===== config.mk =====
export PLATFORM = sky130hd
export DESIGN_NAME = aibio_outclk_phsel_ctrl
export DESIGN_NICKNAME = d
export VERILOG_FILES = /design/src/rtl/aibio_outclk_phsel_ctrl.sv
export SDC_FILE = /design/constraint.sdc
export NUM_CORES = 1
export LEC_CHECK = 0
export ABC_AREA = 1
export CAP_MARGIN = 5
export CORE_MARGIN = 2
export CORE_UTILIZATION = 33
export CTS_BUF_LIST = sky130_fd_sc_hd__clkbuf_8 sky130_fd_sc_hd__clkbuf_16
export DETAILED_ROUTE_END_ITERATION = 6
export MAX_ROUTING_LAYER = met4
export PLACE_DENSITY = 0.63
export SKIP_CTS_REPAIR_TIMING = 1
export SYNTH_ARGS = -nofsm -noshare
export SYNTH_HDL_FRONTEND = slang
export SYNTH_SLANG_ARGS = --single-unit

===== constraint.sdc =====
create_clock -name i_clk -period 3.2 [get_ports i_clk]
set_input_delay 0.32 -clock i_clk [delete_from_list [all_inputs] [get_ports i_clk]]
set_output_delay 0.32 -clock i_clk [all_outputs]
set_load 0.05 [all_outputs]

===== src/rtl/aibio_outclk_phsel_ctrl.sv =====
// aibio_outclk_phsel_ctrl
// Walks the 4-bit DLL output-clock phase-mux select toward a requested target. The code moves
// one phase per step, and the block waits a programmable settle interval after every step.
// o_clksel drives the phase mux i_clksel[3:0] directly.
//
// Configuration macro: AIBIO_PHSEL_SHORTPATH_EN
//   defined   - direction is the shortest path around the 16-phase ring. A tie at
//               distance 8 resolves up.
//   undefined - the code always steps up with wrap, and o_dir stays 1.
module aibio_outclk_phsel_ctrl #(
  parameter int unsigned     SETTLE_W = 4,
  parameter logic [3:0]      RST_CODE = 4'd0
) (
  input  logic                i_clk,
  input  logic                i_rst,
  input  logic                vddcq,
  input  logic                vss,
  input  logic                i_req,
  input  logic [3:0]          i_tgt_code,
  input  logic [SETTLE_W-1:0] i_settle_cyc,
  output logic [3:0]          o_clksel,
  output logic                o_busy,
  output logic                o_ack,
  output logic                o_dir
);

  typedef enum logic [1:0] {StIdle, StStep, StSettle, StDone} state_e;

  state_e              state_q;
  logic [3:0]          clksel_q;
  logic [3:0]          tgt_q;
  logic [SETTLE_W-1:0] settle_q;
  logic [SETTLE_W-1:0] cnt_q;
  logic                busy_q;
  logic                ack_q;
  logic                dir_q;

  logic                dir_new;
  logic [3:0]          next_code;

  // The supply pins have no functional effect in this model.
  logic unused_pwr;
  assign unused_pwr = vddcq ^ vss;

`ifdef AIBIO_PHSEL_SHORTPATH_EN
  // Up-distance around the ring. Wrap comes for free from the 4-bit subtraction.
  logic [3:0] up_dist;
  assign up_dist   = i_tgt_code - clksel_q;
  assign dir_new   = (up_dist <= 4'd8);
  assign next_code = dir_q ? (clksel_q + 4'd1) : (clksel_q - 4'd1);
`else
  assign dir_new   = 1'b1;
  assign next_code = clksel_q + 4'd1;
`endif

  // Sequencer FSM. All outputs are registered here.
  always_ff @(posedge i_clk) begin
    if (i_rst) begin
      state_q  <= StIdle;
      clksel_q <= RST_CODE;
      tgt_q    <= 4'd0;
      settle_q <= '0;
      cnt_q    <= '0;
      busy_q   <= 1'b0;
      ack_q    <= 1'b0;
      dir_q    <= 1'b1;
    end else begin
      ack_q <= 1'b0;
      unique case (state_q)
        StIdle: begin
          if (i_req) begin
            tgt_q    <= i_tgt_code;
            settle_q <= i_settle_cyc;
            busy_q   <= 1'b1;
            if (i_tgt_code == clksel_q) begin
              // Already at the target. Acknowledge without touching the code or direction.
              state_q <= StDone;
              ack_q   <= 1'b1;
            end else begin
              dir_q   <= dir_new;
              state_q <= StStep;
            end
          end
        end
        StStep: begin
          clksel_q <= next_code;
          cnt_q    <= settle_q;
          state_q  <= StSettle;
        end
        StSettle: begin
          if (cnt_q == '0) begin
            if (clksel_q == tgt_q) begin
              state_q <= StDone;
              ack_q   <= 1'b1;
            end else begin
              state_q <= StStep;
            end
          end else begin
            cnt_q <= cnt_q - 1'b1;
          end
        end
        StDone: begin
          busy_q  <= 1'b0;
          state_q <= StIdle;
        end
        default: state_q <= StIdle;
      endcase
    end
  end

  assign o_clksel = clksel_q;
  assign o_busy   = busy_q;
  assign o_ack    = ack_q;
  assign o_dir    = dir_q;

endmodule


==> flow_metrics.tcl, run 1 <==
# place-and-route summary
set metrics [dict create \
    status "finished, final reports clean" \
    nonClockBufferCount 16 \
    seqPwrFrac_pct 45.1 \
    p_seq_mw 0.290 \
    yosysTopAreaCell "dfxtp_1" \
    die_w_um 60.0 \
    highest_layer "met4" \
    p_comb_share_pct 24.6 \
    hold_path_class "flip-flop to flip-flop" \
    final_nets 185 \
    ys_seq_share_pct 38.7 \
    cts_tree "yes" \
    synthXorXnorAreaFrac_pct 0.847 \
    switching_power_mw 0.203 \
    cp-startpoint "o_clksel[0]" \
    crit_buf_inv 1 \
    ys_ff 20 \
    fmax_ghz 0.529 \
    final_cells 213 \
    powerClk_mw 0.195 \
    ys_sh_adder_pct 2.42 \
    fp_util_pct 34.1 \
    busiest_layer "met2" \
    synth.distinct_cells 23 \
    layout-drive-gt1-share_pct 8.88 \
    multi_input_comb_cells 105 \
    root_buffer "clkbuf_8" \
    ys_sh_mux_pct 0.969 \
    yosys_area_um2 1030 \
    top_cell "nand2_1" \
    worstSkewPairLatency_ns 0.26 \
    maxSlewViolCount 0 \
    drt-pass1-iter-count 4 \
    hold_depth 2 \
    vias 963 \
    flop_area_um2 400 \
    synthToLayoutAreaGrowth_pct 23.6 \
    fill_cells 338 \
    clock_sinks 20 \
    worstPathCellList "clkdlybuf4s50_1" \
    r2r_setup_slack_ns 1.93 \
    combAreaFraction_pct 40.5 \
    cp.required_ns 2.88 \
    grt_pass1_wl_mm 3.83 \
    drv_cap 0 \
    drcViolationCount 0 \
    maxPowerGroup "sequential cells" \
    dp.cells 209 \
    ys_cells 152 \
    syn-num-nets 167 \
    io_buffer_count 16 \
    fin_hold_ws_ns 0.470 \
    p_sw_share_pct 31.6 \
    path_delay_family "buffers and inverters" \
    worstPathArrival_ns 1.57 \
    viasPerCell 4.52 \
    yosys_warnings 0 \
    skew_ns 0.00317 \
    clk_path_buf_depth 2 \
    period_needed_ns 1.89 \
    taps 44 \
    reg2reg_to "o_ack" \
]
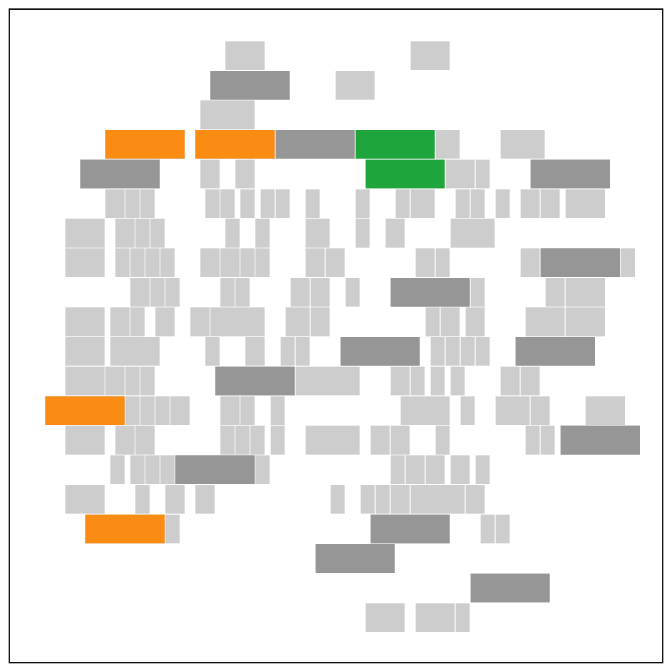
run_1/flops_by_reg.png
Other sequential cells in the stronger gray, the rest of the logic in the fainter gray.
legend:
  orange:
    name_in_the_netlist: `o_clksel`
    flops: 4
  green:
    name_in_the_netlist: `state_q`
    flops: 2
Final Util: 42.2%
sequential cell area share: 31.3%

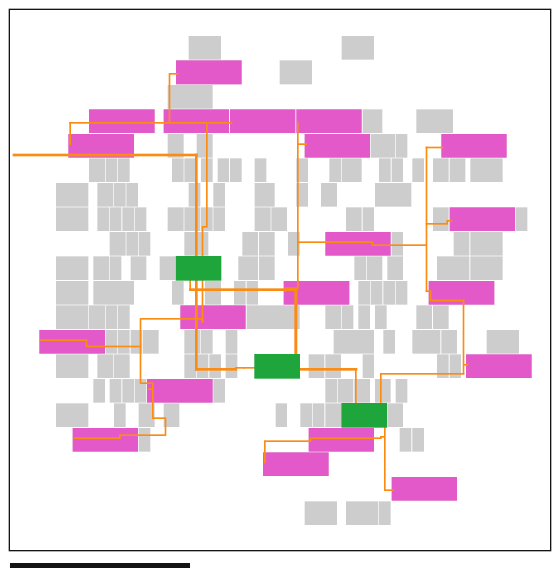
run_1/clk_routes.png
Scale bar: 20 um.
legend:
  orange:
    item: clock wires
    length: 295 um
  green:
    item: clock drivers
    count: 3
  magenta:
    item: flip-flops
    count: 20
routed clock nets: 4

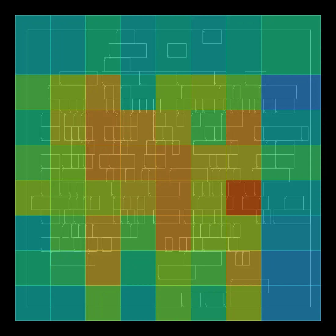
run_1/congestion.png
Routed wire per std cell: 10.4 um
met3 Usage GRT: 3.90%
met2 usage: 24.1%

## Run 2: what changed since run 1
==> constraint.sdc (replaced) <==
create_clock -name i_clk -period 1.85 [get_ports i_clk]
set_input_delay 0.185 -clock i_clk [delete_from_list [all_inputs] [get_ports i_clk]]
set_output_delay 0.185 -clock i_clk [all_outputs]
set_load 0.05 [all_outputs]
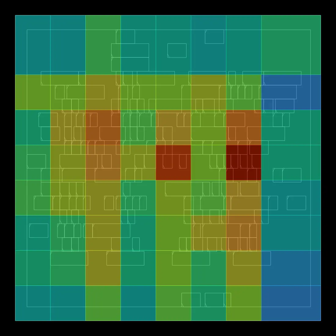
run_2/congestion.png
Top Usage Layer GRT: met2
met1 Use GR: 16.3%

==> flow_metrics.tcl, run 2 <==
# place-and-route summary
set metrics [dict create \
    syn_avg_cell_area_um2 6.80 \
    fin_hold_ws_ns 0.476 \
    final_cells 213 \
    synthCells 152 \
    switching_power_mw 0.350 \
    crit_buf_inv 1 \
    synth_top_area_share_pct 38.7 \
    ys_sh_simple_pct 26.6 \
    hold_path_class "flip-flop to flip-flop" \
    p_seq_mw 0.502 \
    num_io_pins 20 \
    ys_seq_share_pct 38.7 \
    worstSetupStartpointType "flip-flop" \
    worstPathArrival_ns 1.56 \
    yosys_warnings 0 \
    p_sw_share_pct 31.5 \
    flop_area_um2 400 \
    synth-edff-count 0 \
    fp_util_pct 34.1 \
    pre_cts_slack_ns 0.369 \
    vias 969 \
    num-clock-buffers 4 \
    worstPathCellList "clkdlybuf4s50_1" \
    use_met2_pct 22.4 \
    async_flop_share_pct 0 \
    taps 44 \
    yosys_area_um2 1030 \
    hold_path_end "o_busy" \
    die_area_um2 3600 \
    first_iter_violations 49 \
    drtAntennaViolNets 0 \
    p_comb_share_pct 24.5 \
    grt_use_total_pct 13.7 \
    grt_pass1_wl_mm 3.61 \
    rsz0062_at_grt "no" \
    combAreaFraction_pct 40.5 \
    nonClockBufferCount 16 \
    comb-power_mw 0.272 \
    sh_seq_area_pct 31.3 \
    layout-drive-gt1-share_pct 8.88 \
    cp-startpoint "o_clksel[0]" \
    ys_sh_aoi_pct 18.8 \
    r2r_setup_slack_ns 0.59 \
    maxSlewViolCount 0 \
    clk_path_buf_depth 2 \
    worstSkewPairLatency_ns 0.26 \
    maxPowerGroup "sequential cells" \
    synth.logic.top_family "simple AND/OR/NAND/NOR gates" \
    place_area_um2 1220 \
    dp_hpwl_mm 1.60 \
    final_util_pct 42.2 \
    grt_max_degree 16 \
    multi_input_comb_cells 105 \
    ys_sh_adder_pct 2.42 \
    nonClkBufAreaFrac_pct 12.5 \
    fmax_ghz 0.573 \
    cp.required_ns 1.66 \
    syn_area_um2 1030 \
    peakVddDrop_mv 0.421 \
    path_delay_family "buffers and inverters" \
    die-height_um 60.0 \
    cts_tree "yes" \
    synthToLayoutAreaGrowth_pct 23.6 \
    logic_area_um2 517 \
    die_w_um 60.0 \
    dp.cells 209 \
    drv_cap 0 \
    lay_top_count "nand2_1" \
    status "finished, final reports clean" \
    ys_ff 20 \
    hold_viol 0 \
    slowest_delay_ns 0.85 \
    highest_layer "met4" \
    antennaDiodeCount 0 \
    yosysTopAreaCell "dfxtp_1" \
    reg2reg_to "o_ack" \
    lay_top_cells "nand2_1, dfxtp_1, inv_1" \
    cts_buffers 3 \
    power_frac_clock_pct 30.4 \
    period_needed_ns 1.75 \
    finalInstanceArea_um2 1280 \
    yosys_most_used_dff "dfxtp_1" \
    grtUsageMet3_pct 4.76 \
    syn-num-nets 167 \
    io_buffer_count 16 \
    root_buffer "clkbuf_8" \
    viasPerCell 4.55 \
    setup_viol 0 \
    powerClk_mw 0.338 \
    warnings 28 \
    seqPwrFrac_pct 45.1 \
    final_nets 185 \
    fin_setup_tns_ns 0 \
    cpMaxStageDelayCell "clkdlybuf4s50_1" \
    drcViolationCount 0 \
    top_cell "nand2_1" \
    path_max_fanout 7 \
    clock_sinks 20 \
    synth.distinct_cells 23 \
    p_int_mw 0.762 \
    hold_depth 2 \
    worstSetupPathType "flip-flop to primary output" \
    fill_cells 330 \
    core-area_um2 3030 \
    skew_ns 0.00237 \
    synthXorXnorAreaFrac_pct 0.847 \
    ys_cells 152 \
    drt-pass1-iter-count 4 \
    ys_sh_mux_pct 0.969 \
]
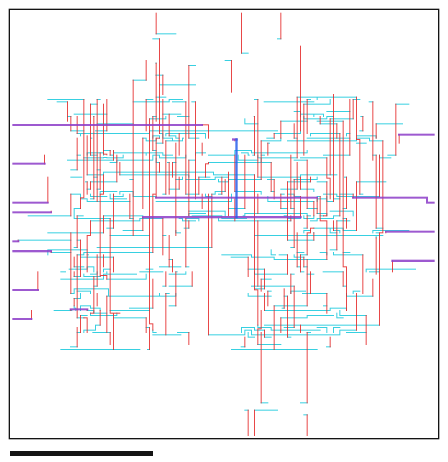
run_2/wires.png
Scale bar: 20 um.
legend:
  red:
    layer: metal 2
    wire_length: 1020 um
  purple:
    layer: metal 3
    wire_length: 129 um
  blue:
    layer: metal 4
    wire_length: 10.9 um
  cyan:
    layer: metal 1
    wire_length: 979 um
Routed wire per std cell: 10.1 um
WL final: 2.14 mm

## Run 3: what changed since run 2
--- a/config.mk
+++ b/config.mk
@@ -12,8 +12,9 @@
 export CTS_BUF_LIST = sky130_fd_sc_hd__clkbuf_8 sky130_fd_sc_hd__clkbuf_16
 export DETAILED_ROUTE_END_ITERATION = 6
 export MAX_ROUTING_LAYER = met4
-export PLACE_DENSITY = 0.63
+export PLACE_DENSITY_LB_ADDON = 0.05
 export SKIP_CTS_REPAIR_TIMING = 1
 export SYNTH_ARGS = -nofsm -noshare
 export SYNTH_HDL_FRONTEND = slang
 export SYNTH_SLANG_ARGS = --single-unit
+export TNS_END_PERCENT = 30
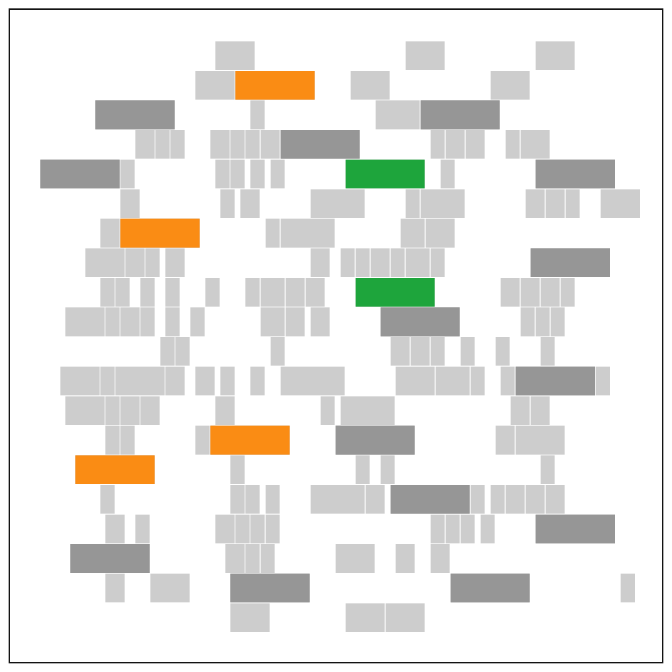
run_3/flops_by_reg.png
Other sequential cells in the stronger gray, the rest of the logic in the fainter gray.
legend:
  green:
    name_in_the_netlist: `state_q`
    flops: 2
  orange:
    name_in_the_netlist: `o_clksel`
    flops: 4
not colored: 14
Final Util: 42.4%
flip-flop and latch area: 400 um2
Seq group: 0.501 mW
sequential cell area share: 31.2%

==> flow_metrics.tcl, run 3 <==
# place-and-route summary
set metrics [dict create \
    status "finished, final reports clean" \
    warnings 28 \
    cts_tree "yes" \
    yosys_most_used_dff "dfxtp_1" \
    p_sw_share_pct 31.8 \
    logic_area_um2 517 \
    grt_pass1_wl_mm 3.91 \
    synth.distinct_cells 23 \
    ys_sh_mux_pct 0.969 \
    die_w_um 60.0 \
    pre_cts_slack_ns 0.405 \
    wire_per_inst_um 10.5 \
    nonClockBufferCount 17 \
    fin_setup_tns_ns 0 \
    syn-num-nets 167 \
    die-height_um 60.0 \
    die_area_um2 3600 \
    setup_viol 0 \
    cpMaxStageDelayCell "clkdlybuf4s50_1" \
    top_cell "nand2_1" \
    clock_area_share_pct 4.28 \
    postRouteWirelength_mm 2.24 \
    cts.htree.levels 1 \
    place_area_um2 1230 \
    final_cells 214 \
    peakVddDrop_mv 0.281 \
    p_comb_share_pct 24.6 \
    clkTransAtPathRegs_ns 0.08 \
    clk_path_buf_depth 2 \
    powerClk_mw 0.343 \
    grt_max_degree 16 \
    ys_sh_aoi_pct 18.8 \
    worstMarginPinSlew_ns 0.497 \
    drcViolationCount 0 \
    skew_ns 0.00103 \
    ys_ff 20 \
    wl_met1_mm 1.02 \
    yosys_warnings 0 \
    fin_hold_ws_ns 0.464 \
    drv_cap 0 \
    maxPowerGroup "sequential cells" \
    crit_buf_inv 1 \
    synthCells 152 \
    n_sequential_cell 20 \
    use_met1_pct 17.0 \
    lay_top_cells "nand2_1, dfxtp_1, inv_1" \
    crit_path_end_kind "primary output" \
    worstSetupStartpointType "flip-flop" \
    ys_cells 152 \
    num_io_pins 20 \
    fmax_ghz 0.576 \
    layout-drive-gt1-share_pct 9.41 \
    p_int_mw 0.763 \
    hold_path_end "settle_q[3]" \
    syn_avg_cell_area_um2 6.80 \
    fp_util_pct 34.1 \
    grt_use_total_pct 14.8 \
    antenna_found_initial 0 \
    seqPwrFrac_pct 44.8 \
    grt_overflow_total 0 \
    worstPathCellList "clkdlybuf4s50_1" \
    synth_top_area_share_pct 38.7 \
    taps 44 \
    worstSetupPathType "flip-flop to primary output" \
    cp.required_ns 1.66 \
    cts_buffers 3 \
    fill_cells 316 \
    io_buffer_count 16 \
    root_buffer "clkbuf_8" \
    wl_met3_um 70 \
    largest_class "multi-input combinational cells" \
    worstSkewPairLatency_ns 0.26 \
    first_iter_violations 33 \
    wl_met2_mm 1.13 \
    grtUsageMet3_pct 1.95 \
    async_flop_share_pct 0 \
    powerDensity_nw_per_um2 871 \
    busiest_layer "met2" \
    viasPerCell 4.56 \
    highest_layer "met4" \
    ys_sh_adder_pct 2.42 \
    reg2reg_to "cnt_q[3]" \
    dp.cells 210 \
    rsz0062_at_grt "no" \
    path_max_fanout 6 \
    cp-startpoint "o_clksel[2]" \
    path_delay_family "buffers and inverters" \
    hold_depth 2 \
    power_frac_clock_pct 30.6 \
    r2r_setup_slack_ns 0.58 \
    final_nets 186 \
    yosys_area_um2 1030 \
    synth-edff-count 0 \
    ys_seq_share_pct 38.7 \
    critical_path_depth 1 \
    min_from "settle_q[3]" \
    syn_area_um2 1030 \
    maxSlewViolCount 0 \
    yosys-top-cells-count "nand2_1, dfxtp_1, inv_1" \
    p_leak_nw 0.555 \
    inverters 24 \
    comb-power_mw 0.275 \
    place.gp.congestion 0.768 \
    crit_end "o_clksel[2]" \
    yosysTopAreaCell "dfxtp_1" \
    slowest_delay_ns 0.85 \
    dp_hpwl_mm 1.71 \
    ys_sh_simple_pct 26.6 \
    worstRegToRegCells 7 \
    num-clock-buffers 4 \
    antennaDiodeCount 0 \
    use_met2_pct 25.9 \
    switching_power_mw 0.356 \
    finalInstanceArea_um2 1280 \
    synthXorXnorAreaFrac_pct 0.847 \
    multi_input_comb_cells 105 \
    combAreaFraction_pct 40.2 \
    fin_ws_ns 0.113 \
    synthToLayoutAreaGrowth_pct 24.3 \
    vias 975 \
    synth.logic.top_family "simple AND/OR/NAND/NOR gates" \
    nonClkBufAreaFrac_pct 13.0 \
    lay_top_count "nand2_1" \
    drt-pass1-iter-count 6 \
    clock_sinks 20 \
    hold_path_class "flip-flop to flip-flop" \
    core-area_um2 3030 \
    hold_viol 0 \
    period_needed_ns 1.74 \
    drtAntennaViolNets 0 \
    worstPathArrival_ns 1.55 \
]
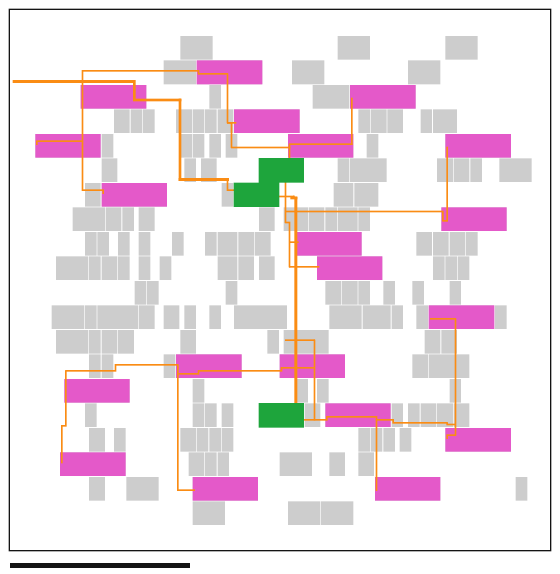
run_3/clk_routes.png
Scale bar: 20 um.
legend:
  magenta:
    item: flip-flops
    count: 20
  orange:
    item: clock wires
    length: 295 um
  green:
    item: clock drivers
    count: 3
routed clock nets: 4
flops lie: widely spread

No activity file was given, so power comes from the tool's default toggle rates.
